**src/rtl/pe_pkg.sv**
```systemverilog
// Shared PE-array definitions: scheme codes, scheduler state encoding and default PE latency.
package pe_pkg;
   localparam int PE_LAT_DEF = 8;

   typedef enum logic [1:0] {
      ST_IDLE = 2'd0,
      ST_RUN  = 2'd1,
      ST_DONE = 2'd2
   } state_t;

   typedef enum logic [1:0] {
      SCH_COMPLEX_2_REAL = 2'd0,
      SCH_COMPLEX_ROTATE = 2'd1,
      SCH_REAL_NULLIFIED = 2'd2,
      SCH_RELATED_ROTATE = 2'd3
   } scheme_t;
endpackage

```
**src/rtl/pe_tile_decode.sv**
```systemverilog
// Phase -> PE issue / write-back field decode for the 4x4 bidiagonalization sequence.
module pe_tile_decode
   import pe_pkg::*;
#(
   parameter int PE_LAT = PE_LAT_DEF,
   parameter int PH_W   = 5
) (
   input  logic            i_run,
   input  logic [PH_W-1:0] i_phase,
   output logic            o_issue,
   output logic [1:0]      o_pe0_scheme,
   output logic [1:0]      o_pe1_scheme,
   output logic            o_tile_row,
   output logic            o_tile_col,
   output logic            o_op_src,
   output logic            o_op_swap,
   output logic            o_wb_en,
   output logic            o_wb_row,
   output logic            o_wb_col,
   output logic            o_wb_swap
);
   localparam logic [PH_W-1:0] P1_HI = PH_W'(3);
   localparam logic [PH_W-1:0] P2_LO = PH_W'(PE_LAT);
   localparam logic [PH_W-1:0] P2_HI = PH_W'(PE_LAT + 3);
   localparam logic [PH_W-1:0] P3_LO = PH_W'(2 * PE_LAT);
   localparam logic [PH_W-1:0] P3_HI = PH_W'(2 * PE_LAT + 3);
   localparam logic [1:0]      LAT_LO  = 2'(PE_LAT);
   localparam logic [1:0]      LAT2_LO = 2'(2 * PE_LAT);

   // Tile index only needs the low two bits of (phase - offset).
   logic [1:0] w_t2;
   logic [1:0] w_t3;
   assign w_t2 = i_phase[1:0] - LAT_LO;
   assign w_t3 = i_phase[1:0] - LAT2_LO;

   always_comb begin
      o_issue      = 1'b0;
      o_pe0_scheme = SCH_COMPLEX_2_REAL;
      o_pe1_scheme = SCH_COMPLEX_2_REAL;
      o_tile_row   = 1'b0;
      o_tile_col   = 1'b0;
      o_op_src     = 1'b0;
      o_op_swap    = 1'b0;
      o_wb_en      = 1'b0;
      o_wb_row     = 1'b0;
      o_wb_col     = 1'b0;
      o_wb_swap    = 1'b0;
      if (i_run) begin
         if (i_phase <= P1_HI) begin
            o_issue      = 1'b1;
            o_tile_row   = i_phase[1];
            o_tile_col   = i_phase[0];
            o_pe0_scheme = i_phase[0] ? SCH_COMPLEX_ROTATE : SCH_COMPLEX_2_REAL;
            o_pe1_scheme = SCH_COMPLEX_ROTATE;
         end else if (i_phase >= P2_LO && i_phase <= P2_HI) begin
            o_wb_en      = 1'b1;
            o_wb_row     = w_t2[1];
            o_wb_col     = w_t2[0];
            o_issue      = 1'b1;
            o_tile_row   = w_t2[1];
            o_tile_col   = w_t2[0];
            o_op_src     = 1'b1;
            o_op_swap    = w_t2[1];
            o_pe0_scheme = w_t2[0] ? SCH_RELATED_ROTATE : SCH_REAL_NULLIFIED;
            o_pe1_scheme = SCH_RELATED_ROTATE;
         end else if (i_phase >= P3_LO && i_phase <= P3_HI) begin
            o_wb_en   = 1'b1;
            o_wb_row  = w_t3[1];
            o_wb_col  = w_t3[0];
            o_wb_swap = w_t3[1];
         end
      end
   end
endmodule

```
**src/rtl/pe_sched.sv**
```systemverilog
// Two-pass PE scheduler for 4x4 tile bidiagonalization; outputs decode from registered state/phase.
//   state   | meaning
//   IDLE    | waiting for start
//   RUN     | phase counter sweeps 0..2*PE_LAT+3, issuing and writing back tiles
//   DONE    | one-cycle completion pulse
module pe_sched
   import pe_pkg::*;
#(
   parameter int PE_LAT = PE_LAT_DEF,
   parameter int PH_W   = 5
) (
   input  logic            clk,
   input  logic            rst,
   input  logic            start,
   input  logic            abort,
   output logic            busy,
   output logic            done,
   output logic [1:0]      pe0_valid,
   output logic [1:0]      pe1_valid,
   output logic [1:0]      pe0_scheme,
   output logic [1:0]      pe1_scheme,
   output logic            tile_row,
   output logic            tile_col,
   output logic            op_src,
   output logic            op_swap,
   output logic            wb_en,
   output logic            wb_row,
   output logic            wb_col,
   output logic            wb_swap,
   output logic [PH_W-1:0] phase
);
   localparam logic [PH_W-1:0] PH_LAST = PH_W'(2 * PE_LAT + 3);

   state_t          r_state;
   logic [PH_W-1:0] r_phase;
   logic            w_run;
   logic            w_issue;

   always_ff @(posedge clk) begin
      if (rst) begin
         r_state <= ST_IDLE;
         r_phase <= '0;
      end else begin
         case (r_state)
            ST_IDLE: begin
               r_phase <= '0;
               // abort takes priority over a coincident start
               if (start && !abort) r_state <= ST_RUN;
            end
            ST_RUN: begin
               if (abort) begin
                  r_state <= ST_IDLE;
                  r_phase <= '0;
               end else if (r_phase == PH_LAST) begin
                  r_state <= ST_DONE;
                  r_phase <= '0;
               end else begin
                  r_phase <= r_phase + PH_W'(1);
               end
            end
            ST_DONE: begin
               r_state <= ST_IDLE;
               r_phase <= '0;
            end
            default: begin
               r_state <= ST_IDLE;
               r_phase <= '0;
            end
         endcase
      end
   end

   assign w_run     = (r_state == ST_RUN);
   assign busy      = w_run;
   assign done      = (r_state == ST_DONE);
   assign phase     = r_phase;
   assign pe0_valid = {2{w_issue}};
   assign pe1_valid = {2{w_issue}};

   pe_tile_decode #(
      .PE_LAT (PE_LAT),
      .PH_W   (PH_W)
   ) u_decode (
      .i_run        (w_run),
      .i_phase      (r_phase),
      .o_issue      (w_issue),
      .o_pe0_scheme (pe0_scheme),
      .o_pe1_scheme (pe1_scheme),
      .o_tile_row   (tile_row),
      .o_tile_col   (tile_col),
      .o_op_src     (op_src),
      .o_op_swap    (op_swap),
      .o_wb_en      (wb_en),
      .o_wb_row     (wb_row),
      .o_wb_col     (wb_col),
      .o_wb_swap    (wb_swap)
   );
endmodule

```
**config.mk**
```make
export PLATFORM = sky130hd
export DESIGN_NAME = pe_sched
export DESIGN_NICKNAME = d
export VERILOG_FILES = /design/src/rtl/pe_pkg.sv /design/src/rtl/pe_tile_decode.sv /design/src/rtl/pe_sched.sv
export SDC_FILE = /design/constraint.sdc
export NUM_CORES = 1
export LEC_CHECK = 0
export ABC_CLOCK_PERIOD_IN_PS = 4100
export CORE_AREA = 2 2 39 41
export CTS_CLUSTER_DIAMETER = 80
export DETAILED_ROUTE_END_ITERATION = 8
export DIE_AREA = 0 0 41 43
export HOLD_SLACK_MARGIN = 0.1
export PLACE_DENSITY = 0.77
export SYNTH_ARGS = -nofsm -noshare
export SYNTH_HDL_FRONTEND = slang
export SYNTH_SLANG_ARGS = --single-unit
```
**constraint.sdc**
```tcl
create_clock -name clk -period 4.1 [get_ports clk]
set_clock_uncertainty 0.1 [all_clocks]
set_input_delay 0.82 -clock clk [delete_from_list [all_inputs] [get_ports clk]]
set_output_delay 0.82 -clock clk [all_outputs]
set_load 0.01 [all_outputs]
```
==> run summary, run 1 <==
flow finished, numbers: worst min-delay path category=register to register, mean post-synth cell area=8.30 um^2, Worst path max stage delay=610 ps, maximum clock frequency=0.320 GHz, cell breakdown of the critical path=ha_1 -> and3b_1 -> nor3_1 -> clkdlybuf4s50_1, routability congestion estimate=0.768, sum of buffers and inverters on the critical path=1, sequential cell area in the final layout=140 um^2, P&R area growth vs syn=46.0%, number of distinct standard cells referenced by the synthesized netlist=27, max FFs per register=5, detailed-routed wire length on met2=541 um, Pleak=0.000255 uW, minimum setup slack in the final design=972 ps, instance tally after logic synthesis=60, placed insts=91, yosys synthesis chip area=498 um^2, comb pwr=16.3 uW, type of the setup path with the least slack=register to output port, outcome=finished clean, Top Family by Delay on Critical Path=simple AND/OR/NAND/NOR gates, proportion of power drawn by combinational gates=0.111, Switching Fraction=0.213, power dissipated in the clock network=60.6 uW, Main power group=sequential cells, netlist area before placement=498 um^2, clock buffers created by TritonCTS=3, Final Instance Count excl. Fillers=95, area of combinational cells with multiple inputs=269 um^2, cell taking the most area after synthesis=dfxtp_1, met2 demand-to-capacity share in global routing=0.234, global-route wire length before repair=1590 um, YS warnings=0, total gr overflow=0, chip width=41 um, normalized max-slew margin=0.739, Max-cap violations=0, clock insertion delay at the later pin of the skew report=250 ps, Reg clk slew, reported paths=50 ps
-- run 1: stage by stage --
stage           util  instance area [um^2]
2_1_floorplan      -                   498
3_3_place_gp   0.506                   701
3_5_place_dp   0.506                   701
4_1_cts        0.525                   727
5_1_grt        0.525                   727
6_report       0.525                   727
-- run 1: worst paths after layout --
| path | startpoint | end | slack (ps) | cells past startpoint |
|---|---|---|---|---|
| worst max register to register | phase[1] | r_state[0] | 2700 | 4 |
| worst max-delay path | phase[1] | pe1_valid[1] | 970 | 4 |
| worst min-delay path | phase[0] | phase[0] | 400 | 1 |
| worst min register to register | phase[0] | phase[0] | 400 | 1 |
-- run 1: layout make-up --
type,instances,area share
repair buffers,26,0.358
multi-input cells,39,0.370
inverters,3,0.0155
well taps,16,0.0275
clock buffers,4,0.0361
flip-flops and latches,7,0.193
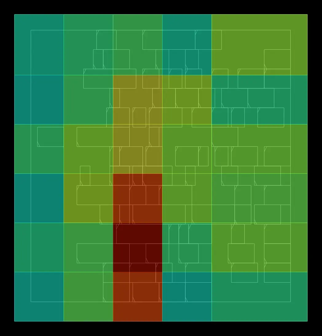
Figure 1: run 1, routing congestion map.
global-route usage over all layers: 0.139
met3 global-route usage: 0.0314
final core utilization: 0.525
peak-usage layer in the global routing report: met2

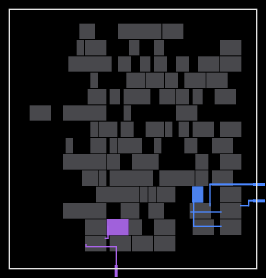
Figure 2: run 1, nets reached from selected ports.
(6 px per um)
| colour | port | bits | direction | edge | end cells | wire |
|---|---|---|---|---|---|---|
| purple | start | 1 | input | bottom | 1 | 11.1 um |
| blue | pe1_valid | 2 | output | right | 1 | 27.9 um |
Buffers on Ports: 26
I/O pins: 27

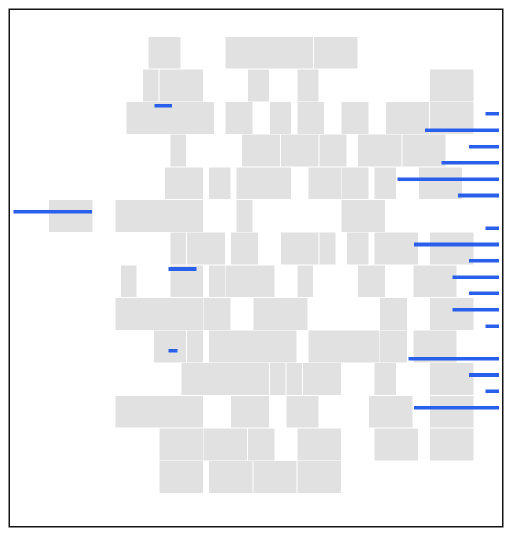
Figure 3: run 1, the metal 3 layer.
(12 px per um) Cells faint in the background.
share of all routed wire: 6.7%
longest straight run: 8.20 um
nets with wire on the layer: 19

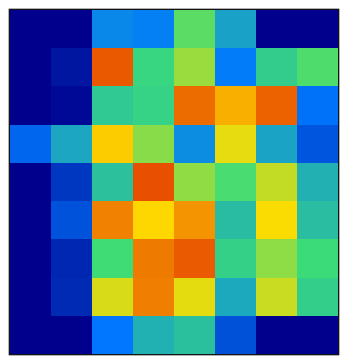
Figure 4: run 1, placement density heat map.
(8 px per um) 8 x 9 tiles, from dark blue (low) to red (high), 0 to 100% covered.
tiles over 75% full: 17%
fullest tile: 91%
mean over tiles: 40%
nearly empty tiles: 21%
core region area: 1380 um^2
effective utilization at floorplan: 0.360

Figure 5. Clock network drawn from the DEF (run 1).
(8 px per um)
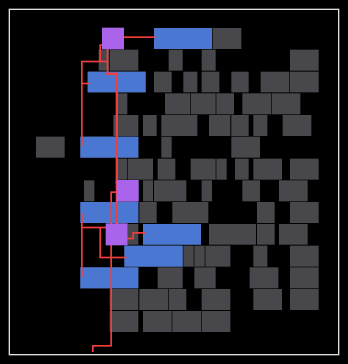

==> inputs of run 2 (changes only) <==
--- a/config.mk
+++ b/config.mk
@@ -5,13 +5,13 @@
 export SDC_FILE = /design/constraint.sdc
 export NUM_CORES = 1
 export LEC_CHECK = 0
-export ABC_CLOCK_PERIOD_IN_PS = 4100
-export CORE_AREA = 2 2 39 41
+export ABC_CLOCK_PERIOD_IN_PS = 3230
+export CORE_MARGIN = 2
+export CORE_UTILIZATION = 37
 export CTS_CLUSTER_DIAMETER = 80
 export DETAILED_ROUTE_END_ITERATION = 8
-export DIE_AREA = 0 0 41 43
 export HOLD_SLACK_MARGIN = 0.1
-export PLACE_DENSITY = 0.77
+export PLACE_DENSITY = 0.76
 export SYNTH_ARGS = -nofsm -noshare
 export SYNTH_HDL_FRONTEND = slang
 export SYNTH_SLANG_ARGS = --single-unit
==> constraint.sdc (replaced) <==
create_clock -name clk -period 3.23 [get_ports clk]
set_clock_uncertainty 0.1 [all_clocks]
set_input_delay 0.646 -clock clk [delete_from_list [all_inputs] [get_ports clk]]
set_output_delay 0.646 -clock clk [all_outputs]
set_load 0.01 [all_outputs]
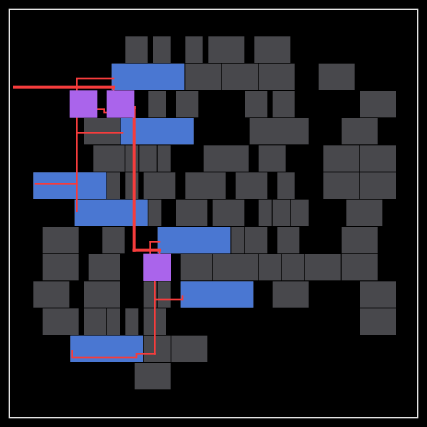
Figure 6: run 2, clock network drawn from the DEF.
(10 px per um)
[blue] flip-flops | count: 7
[purple] clock-net drivers | count: 3
[red] clock wires | length: 87.8 um
routed clock nets: 4

==> run summary, run 2 <==
flow finished, numbers: yosys synthesis chip area=498 um^2, Top Family by Delay on Critical Path=simple AND/OR/NAND/NOR gates, Max-cap violations=0, worst hold path startpoint=phase[0], Log Warnings=28, core region area=1280 um^2, sequential cell area in the final layout=140 um^2, cell taking the most area after synthesis=dfxtp_1, I/O pins=27, area of combinational cells with multiple inputs=269 um^2, P&R area growth vs syn=45.7%, Pleak=0.000255 uW, type of the setup path with the least slack=register to output port, worst min-delay path category=register to register, start of the worst register-to-register path=phase[1], row count=13, Switching Fraction=0.214, instance tally after logic synthesis=60, number of distinct standard cells referenced by the synthesized netlist=27, residual DRC count=0, proportion of synthesized chip area in sequential cells=0.281, Worst path depth=4, proportion of power drawn by combinational gates=0.107, reg-to-reg slack, setup=1860 ps, WHS Endpoint=phase[0], effective utilization at floorplan=0.388, outcome=finished clean, global-route usage over all layers=0.128, R2R depth=4, normalized max-slew margin=0.739, comb pwr=19.9 uW, minimum clock period after layout=2980 ps, Min-Delay Path Depth=1, netlist area before placement=498 um^2, YS warnings=0, max FFs per register=5, routability congestion estimate=0.804, Main power group=sequential cells, power dissipated in the clock network=78.0 uW, clock insertion delay at the later pin of the skew report=250 ps, Buffers on Ports=26, sum of buffers and inverters on the critical path=1, global-route wire length before repair=1380 um, mean post-synth cell area=8.30 um^2, worst r2r dst=r_state[0], Reg clk slew, reported paths=50 ps, Worst path max stage delay=620 ps, minimum setup slack in the final design=252 ps, cell breakdown of the critical path=ha_1 -> and3b_1 -> nor3_1 -> clkdlybuf4s50_1, maximum clock frequency=0.336 GHz
## run 2: cell counts in the layout (fill, tap and decap cells not counted)
Identical to the previous run, type by type.
## run 2: metrics by stage
stage          utilization  cell area, um^2
2_1_floorplan            -              498
3_3_place_gp         0.544              699
3_5_place_dp         0.544              699
4_1_cts              0.565              726
5_1_grt              0.565              726
6_report             0.565              726
## run 2: metal layers
metal  routed length (um)  vias up  part of all wire  GRT usage
li1                     -      234                 -          -
met1                  437      192              0.46      0.156
met3                   78        2             0.082     0.0543
met2                  421       25              0.44      0.198
met5                    0        -                 0          0
met4                   14        0             0.015     0.0500
## run 2: area by class of cell
cell class                 instances  area share
timing repair buffer              26       0.359
multi-input combinational         39       0.371
inverter                           3      0.0155
tap                               15      0.0259
clock buffer                       4      0.0362
sequential                         7       0.193
Power is estimated from default activity; no workload was simulated.
